### Metal 1

Scale bar: 100 um. Supply wires on this layer in gray. Cells faint in the background.
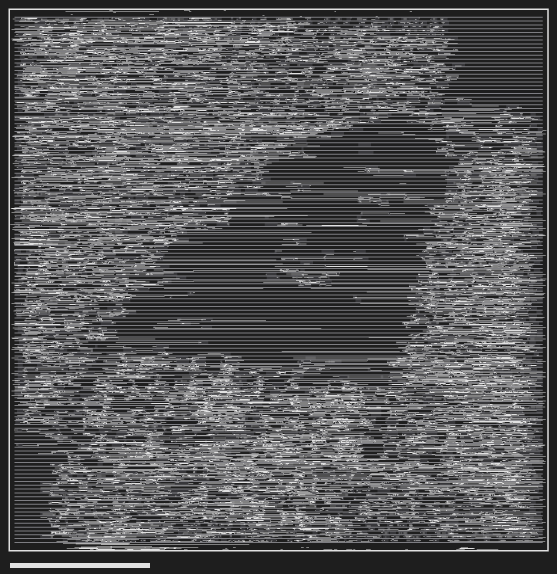
### Track usage over the die

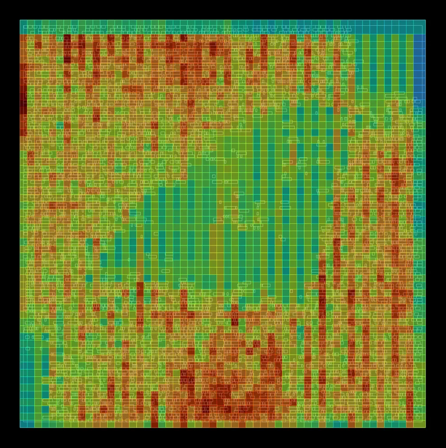
### Layout detail

Scale bar: 10 um. Window x 172 to 212, y 96 to 136 um. Cells in gray, sequential cells in the stronger gray; small squares are vias.
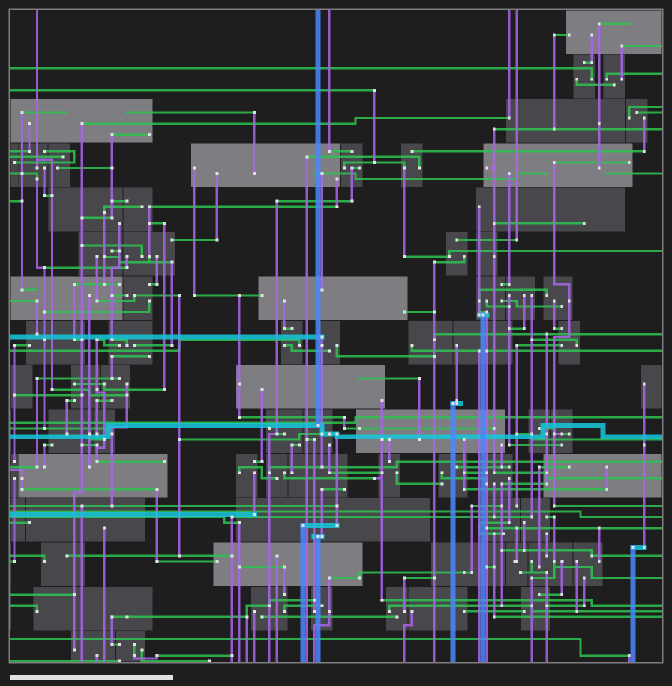
### Cell sizes after repair

Scale bar: 100 um.
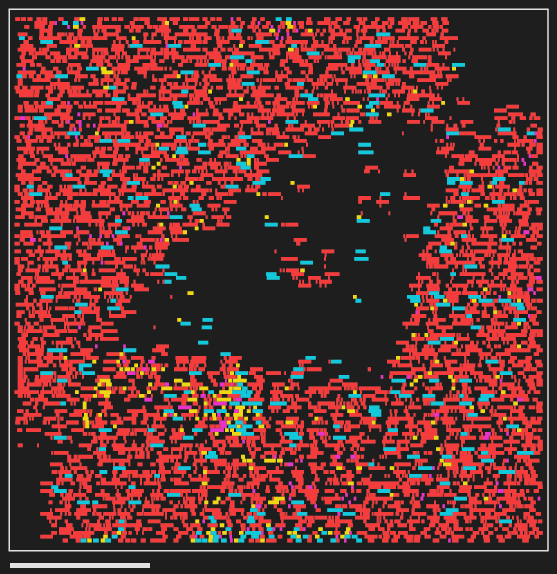
### Metal 2

Scale bar: 100 um. Cells faint in the background.
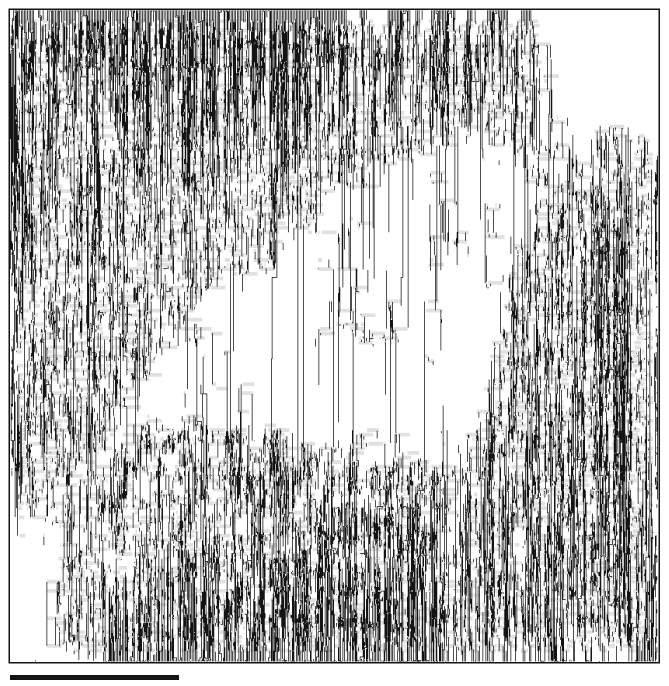
**config.mk**
```make
export PLATFORM = sky130hd
export DESIGN_NAME = qracc_sequencer
export DESIGN_NICKNAME = d
export VERILOG_FILES = /design/src/rtl/qracc_sequencer.sv
export SDC_FILE = /design/constraint.sdc
export NUM_CORES = 2
export LEC_CHECK = 0
export CAP_MARGIN = 20
export CORE_AREA = 3 3 381 383
export DETAILED_ROUTE_END_ITERATION = 10
export DIE_AREA = 0 0 384 386
export PLACE_DENSITY = 0.52
export SLEW_MARGIN = 30
export SYNTH_ARGS = -nofsm -noshare
export SYNTH_HDL_FRONTEND = slang
export SYNTH_SLANG_ARGS = --single-unit
```
**constraint.sdc**
```tcl
create_clock -name clk -period 2.84 [get_ports clk]
set_input_delay 0.568 -clock clk [delete_from_list [all_inputs] [get_ports clk]]
set_output_delay 0.568 -clock clk [all_outputs]
set_load 0.005 [all_outputs]
```
**src/rtl/qracc_sequencer.sv**
```systemverilog
// Sequences one job: per vector, read LOADW buffer words, issue one MAC vector, await the result, write STOREW words.
// Buffer strobes follow buf_ready_i in the same cycle; read data lands one cycle later; mac_valid_o holds until mac_ready_i.
module qracc_sequencer #(
  parameter int inputBits      = 4,
  parameter int inputElements  = 128,
  parameter int outputBits     = 8,
  parameter int outputElements = 32,
  parameter int bufWidth       = 32,
  parameter int addrWidth      = 32
) (
  input  logic                                   clk,
  input  logic                                   nrst,
  input  logic                                   start_i,
  input  logic [15:0]                            num_vec_i,
  input  logic [addrWidth-1:0]                   ibuf_base_i,
  input  logic [addrWidth-1:0]                   obuf_base_i,
  output logic                                   busy_o,
  output logic                                   done_o,
  input  logic                                   buf_ready_i,
  output logic                                   buf_rd_en_o,
  output logic [addrWidth-1:0]                   buf_rd_addr_o,
  input  logic [bufWidth-1:0]                    buf_rd_data_i,
  output logic                                   buf_wr_en_o,
  output logic [addrWidth-1:0]                   buf_wr_addr_o,
  output logic [bufWidth-1:0]                    buf_wr_data_o,
  output logic                                   mac_valid_o,
  output logic [inputElements*inputBits-1:0]     mac_data_o,
  input  logic                                   mac_ready_i,
  input  logic                                   mac_out_valid_i,
  input  logic [outputElements*outputBits-1:0]   mac_out_data_i
);

  localparam int ACTW   = inputElements * inputBits;
  localparam int RESW   = outputElements * outputBits;
  localparam int LOADW  = ACTW / bufWidth;
  localparam int STOREW = RESW / bufWidth;
  localparam int RCW    = $clog2(LOADW + 1);
  localparam int SCW    = $clog2(STOREW + 1);

  localparam logic [addrWidth-1:0] STEP       = addrWidth'(bufWidth / 8);
  localparam logic [RCW-1:0]       RD_ALL     = RCW'(LOADW);
  localparam logic [RCW-1:0]       CAP_LAST   = RCW'(LOADW - 1);
  localparam logic [SCW-1:0]       WR_LAST    = SCW'(STOREW - 1);

  typedef enum logic [2:0] {
    S_IDLE, S_LOAD, S_ISSUE, S_WAIT, S_STORE, S_DONE
  } state_t;

  state_t                r_state;
  logic [15:0]           r_num;
  logic [15:0]           r_vec;
  logic [RCW-1:0]        r_rd_cnt;
  logic [RCW-1:0]        r_cap_cnt;
  logic                  r_rd_pend;
  logic [SCW-1:0]        r_wr_cnt;
  logic [addrWidth-1:0]  r_rd_addr;
  logic [addrWidth-1:0]  r_wr_addr;
  logic [ACTW-1:0]       r_act;
  logic [RESW-1:0]       r_res;
  logic                  r_busy;
  logic                  r_done;
  logic                  r_mac_valid;

  logic                  w_rd_en;
  logic                  w_wr_en;
  logic [15:0]           w_vec_nxt;

  // Word index is global across the job, so running pointers give base + (vec*N + w)*bytes.
  assign w_rd_en   = (r_state == S_LOAD) && buf_ready_i && (r_rd_cnt != RD_ALL);
  assign w_wr_en   = (r_state == S_STORE) && buf_ready_i;
  assign w_vec_nxt = r_vec + 16'd1;

  always_ff @(posedge clk or negedge nrst) begin
    if (!nrst) begin
      r_state     <= S_IDLE;
      r_num       <= '0;
      r_vec       <= '0;
      r_rd_cnt    <= '0;
      r_cap_cnt   <= '0;
      r_rd_pend   <= 1'b0;
      r_wr_cnt    <= '0;
      r_rd_addr   <= '0;
      r_wr_addr   <= '0;
      r_act       <= '0;
      r_res       <= '0;
      r_busy      <= 1'b0;
      r_done      <= 1'b0;
      r_mac_valid <= 1'b0;
    end else begin
      r_done <= 1'b0;
      case (r_state)
        S_IDLE: begin
          if (start_i) begin
            r_num     <= num_vec_i;
            r_rd_addr <= ibuf_base_i;
            r_wr_addr <= obuf_base_i;
            r_vec     <= '0;
            r_rd_cnt  <= '0;
            r_cap_cnt <= '0;
            r_rd_pend <= 1'b0;
            r_wr_cnt  <= '0;
            r_busy    <= 1'b1;
            if (num_vec_i == 16'd0) begin
              r_state <= S_DONE;
              r_done  <= 1'b1;
            end else begin
              r_state <= S_LOAD;
            end
          end
        end

        S_LOAD: begin
          r_rd_pend <= w_rd_en;
          if (w_rd_en) begin
            r_rd_cnt  <= r_rd_cnt + 1'b1;
            r_rd_addr <= r_rd_addr + STEP;
          end
          // Shift in from the top so word w ends up at bits [w*bufWidth +: bufWidth].
          if (r_rd_pend) begin
            r_act     <= {buf_rd_data_i, r_act[ACTW-1:bufWidth]};
            r_cap_cnt <= r_cap_cnt + 1'b1;
            if (r_cap_cnt == CAP_LAST) begin
              r_state     <= S_ISSUE;
              r_mac_valid <= 1'b1;
            end
          end
        end

        S_ISSUE: begin
          if (mac_ready_i) begin
            r_mac_valid <= 1'b0;
            r_state     <= S_WAIT;
          end
        end

        S_WAIT: begin
          if (mac_out_valid_i) begin
            r_res    <= mac_out_data_i;
            r_wr_cnt <= '0;
            r_state  <= S_STORE;
          end
        end

        S_STORE: begin
          if (w_wr_en) begin
            r_res     <= r_res >> bufWidth;
            r_wr_addr <= r_wr_addr + STEP;
            r_wr_cnt  <= r_wr_cnt + 1'b1;
            if (r_wr_cnt == WR_LAST) begin
              r_vec    <= w_vec_nxt;
              r_wr_cnt <= '0;
              if (w_vec_nxt < r_num) begin
                r_state   <= S_LOAD;
                r_rd_cnt  <= '0;
                r_cap_cnt <= '0;
                r_rd_pend <= 1'b0;
              end else begin
                r_state <= S_DONE;
                r_done  <= 1'b1;
              end
            end
          end
        end

        S_DONE: begin
          r_busy  <= 1'b0;
          r_state <= S_IDLE;
        end

        default: begin
          r_state     <= S_IDLE;
          r_busy      <= 1'b0;
          r_mac_valid <= 1'b0;
        end
      endcase
    end
  end

  assign busy_o        = r_busy;
  assign done_o        = r_done;
  assign buf_rd_en_o   = w_rd_en;
  assign buf_rd_addr_o = w_rd_en ? r_rd_addr : '0;
  assign buf_wr_en_o   = w_wr_en;
  assign buf_wr_addr_o = w_wr_en ? r_wr_addr : '0;
  assign buf_wr_data_o = w_wr_en ? r_res[bufWidth-1:0] : '0;
  assign mac_valid_o   = r_mac_valid;
  assign mac_data_o    = r_mac_valid ? r_act : '0;

endmodule

```
==> changes_impl.md <==
### Implementation results

- Flop pwr share: 38.0%
- Flop and latch count out of synthesis: 885
- Cell total in the yosys stat output: 4,721
- Busiest grt layer: met2
- Die width: 384 um
- Metal2 WL: 89,400 um
- Max-slew violations: 0
- IO Port Bufs: 986
- ANT nets after route: 0
- Hold path cells: 3
- Worst min path class: input pin to flip-flop
- Failing checks: setup timing
- Mi-comb count: 3,477
- CP max-delay cell: dfrtp_4
- Layout fillers: 14,100
- Synth area leader: dfrtp_1
- Pwr/cell area: 992 mW/mm^2
- Final setup viols: 115
- P&R area growth vs syn: 44.2%
- Area share, top type: 53.3%
- Req. time, crit path: 2.27 ns
- Aoi share: 7.47%
- Min Tclk post-route: 3.02 ns
- First-pass GRT wire length: 258,000 um
- Vias in the first global route: 35,800
- Dpl hpwl: 135,000 um
- Crit path depth: 6
- Area fraction in mux cells: 5.46%
- Fmax: 331 MHz
- Layout clock buffer count: 157
- Htree depth: 3
- Fin Hold WS: 0.374 ns
- RSZ-0062 raised after global routing: yes
- Pre-CTS setup slack: -0.0980 ns
- Top delay family on crit path: buffers and inverters
- Post-cts sizing count: 559
- Die height: 386 um
- Largest reg by FF count: r_act
- Asr flop ratio synth: 100%
- Die ar.: 0.148 sq mm
- Cell variety after synth: 70
- Logic cell area: 0.0183 sq mm
- Routed wl met3: 11,600 um
- Synth area leaders: dfrtp_1 (53%), nand2_1 (17%), and2_1 (8.2%)
- Cycle use final: 106%
- Largest net degree at the start of global routing: 224
- Final hold vios: 0
- DRC Markers: 0
- Status: finished, violations left
- Root buf cell: clkbuf_16
- Clock share of power: 22.4%
- Switching portion of total power: 38.8%
- Init Core Util: 29.3%
- Rows: 138
- N_taps: 1,890
- FF-to-FF Start: r_vec[2]$_DFFE_PN0P_
- Startpoint Class: flip-flop
- Worst Hold Launch: buf_rd_data_i[2]
- Max Root-Sink Buffers: 3
- Worst Skew: 0.0367 ns
- Data arrival time of the worst path: 2.45 ns
- FF-to-FF path depth: 11
- Comb area leader: simple AND/OR/NAND/NOR gates
- Crit. Startpoint: mac_valid_o$_DFFE_PN0P_
- Non-Filler Instances: 7,733
- Post-CTS Hold Buffers: 1
- Mapped cell area: 0.0416 sq mm
- Leakage Power: 0.0334 uW
- Post-Synth XOR/XNOR Area: 0.295%
- Max FFs per register: 512
- CP bufs+invs: 5
- Comb power frac: 39.6%
- Yosys simple share: 29.1%
- Crit Path Max Fanout: 15
- DR vias/cell: 4.74
- Worst-margin pin slew: 0.773 ns
- Num ports: 987
- Kind of critical path: flip-flop to output port
- Inverter count: 43
- Net switching power: 23,100 uW
- Clock-cell share: 5.58%
- Dominant cell by count in the synthesized netlist: nand2_1
- GR Overflow Total: 0
- Diode count: 25
- Post-Synthesis Cells: 4,721
- Crit-path max cell delay: 0.48 ns
- FF-to-FF setup slack: 0.04 ns
- Flops: 885
- Top sig layer: met5
- Yosys Chip Area: 0.0416 sq mm
- Share of cells above drive strength 1: 11.5%
- Clock transition at path regs: 0.06 ns
- Detailed Routing Iterations Pass 1: 5
- P_int: 36,400 uW
- Nets: 6,138
- Clock insertion delay at the later pin of the skew report: 0.72 ns
- Dominant synthesized flop cell: dfrtp_1
- Logic share of the area: 30.6%
- Placed insts: 7,431
- Sink Count: 885
- Hold endpoint: r_act[482]$_DFFE_PN0P_
- Maxcap violations: 0
- Top Registers: r_act x512, r_res x256
- Critical path, cell by cell: buf_12 > buf_16 > buf_4 > clkbuf_16 > and2_1 > clkdlybuf4s50_1
- Worst setup path end: mac_data_o[23]
- Yosys adder share: 0.692%
- Avg Inst Size Synth: 8.81 sq um
- FF-to-FF End: r_rd_cnt[3]$_DFFE_PN0P_
- Storage element area: 0.0222 sq mm
- Setup TNS: -5.37 ns
- Largest class: flip-flops and latches
- Sequential share of the synthesized area: 53.3%
- Rel. slew slack: 48.5%
- Power consumption: 59,500 uW
- Core footprint: 0.142 sq mm
- Setup bufs post-CTS: 46
- Endpoint class of the critical path: output port
- Worst Slack Setup Final: -0.180 ns
- Top cells by count: nand2_1 (1,860), dfrtp_1 (885), and2_1 (544)
- Flop share of the area: 37.0%
- Number of enable flip-flop cells: 0
- Initial antenna violation count: 42
- CTS tree: built
About 'Metal 1':
wire length on this layer: 76.1 mm
longest straight run: 124 um
Vias: 36,700
DRT Wirelength: 183,000 um
routing usage on met1: 30.2%

About 'Track usage over the die':
overall routing resource usage: 23.6%
Avg WL per Cell: 23.7 um
Final Util: 42.3%
GRT met3 Usage: 5.19%

About 'Layout detail':
legend:
  M1:
    color: green
  M2:
    color: purple
  M4:
    color: blue
  M3:
    color: cyan
most frequent: nand2_1 (14), dfrtp_1 (11), nand3_1 (6)
sequential cells in the window: 11
netlist names of flops here include: r_wr_addr (4), r_wr_cnt (4), r_act (3)
cells with their middle in the window: 68

About 'Cell sizes after repair':
legend:
  x6 and larger:
    color: cyan
    cells: 296
    share: 5.1%
    most_used: clkbuf_16
  x3 and x4:
    color: yellow
    cells: 241
    share: 4.1%
    most_used: buf_4
  x1 and smaller:
    color: red
    cells: 5,148
    share: 88%
    most_used: nand2_1
  x2:
    color: magenta
    cells: 133
    share: 2.3%
    most_used: clkbuf_2
design area: 0.0599 sq mm
Worst Slack Setup Final: -0.180 ns
Non-Clock Buffer Count: 1,229

About 'Metal 2':
share of all routed wire: 49%
main direction: vertical
grt met2 use: 39.8%

power groups by stage:
stage | logic (uW) | clock network (uW) | registers [uW]
final | 23600 | 13300 | 22600
after global routing | 26000 | 14200 | 23200
after CTS | 23700 | 13700 | 22600
after detailed placement | 23100 | 0 | 22800
after global placement | 22900 | 0 | 22700
after floorplan | 11800 | 0 | 20100
placed cells by master (no fill, tap or decap), drive strengths merged, types with 54 or more instances in the layout:
| cell | instances |
|---|---|
| nand2 | 1861 |
| dlymetal6s2s | 307 |
| o21ai | 300 |
| dlygate4sd2 | 66 |
| buf | 295 |
| nor2 | 63 |
| clkbuf | 217 |
| clkdlybuf4s50 | 450 |
| dfrtp | 885 |
| nand3 | 54 |
| and3 | 75 |
| and2 | 544 |
| mux2i | 227 |
| a21oi | 76 |
Power figures rest on the tool's default switching activity, not on a simulated workload.
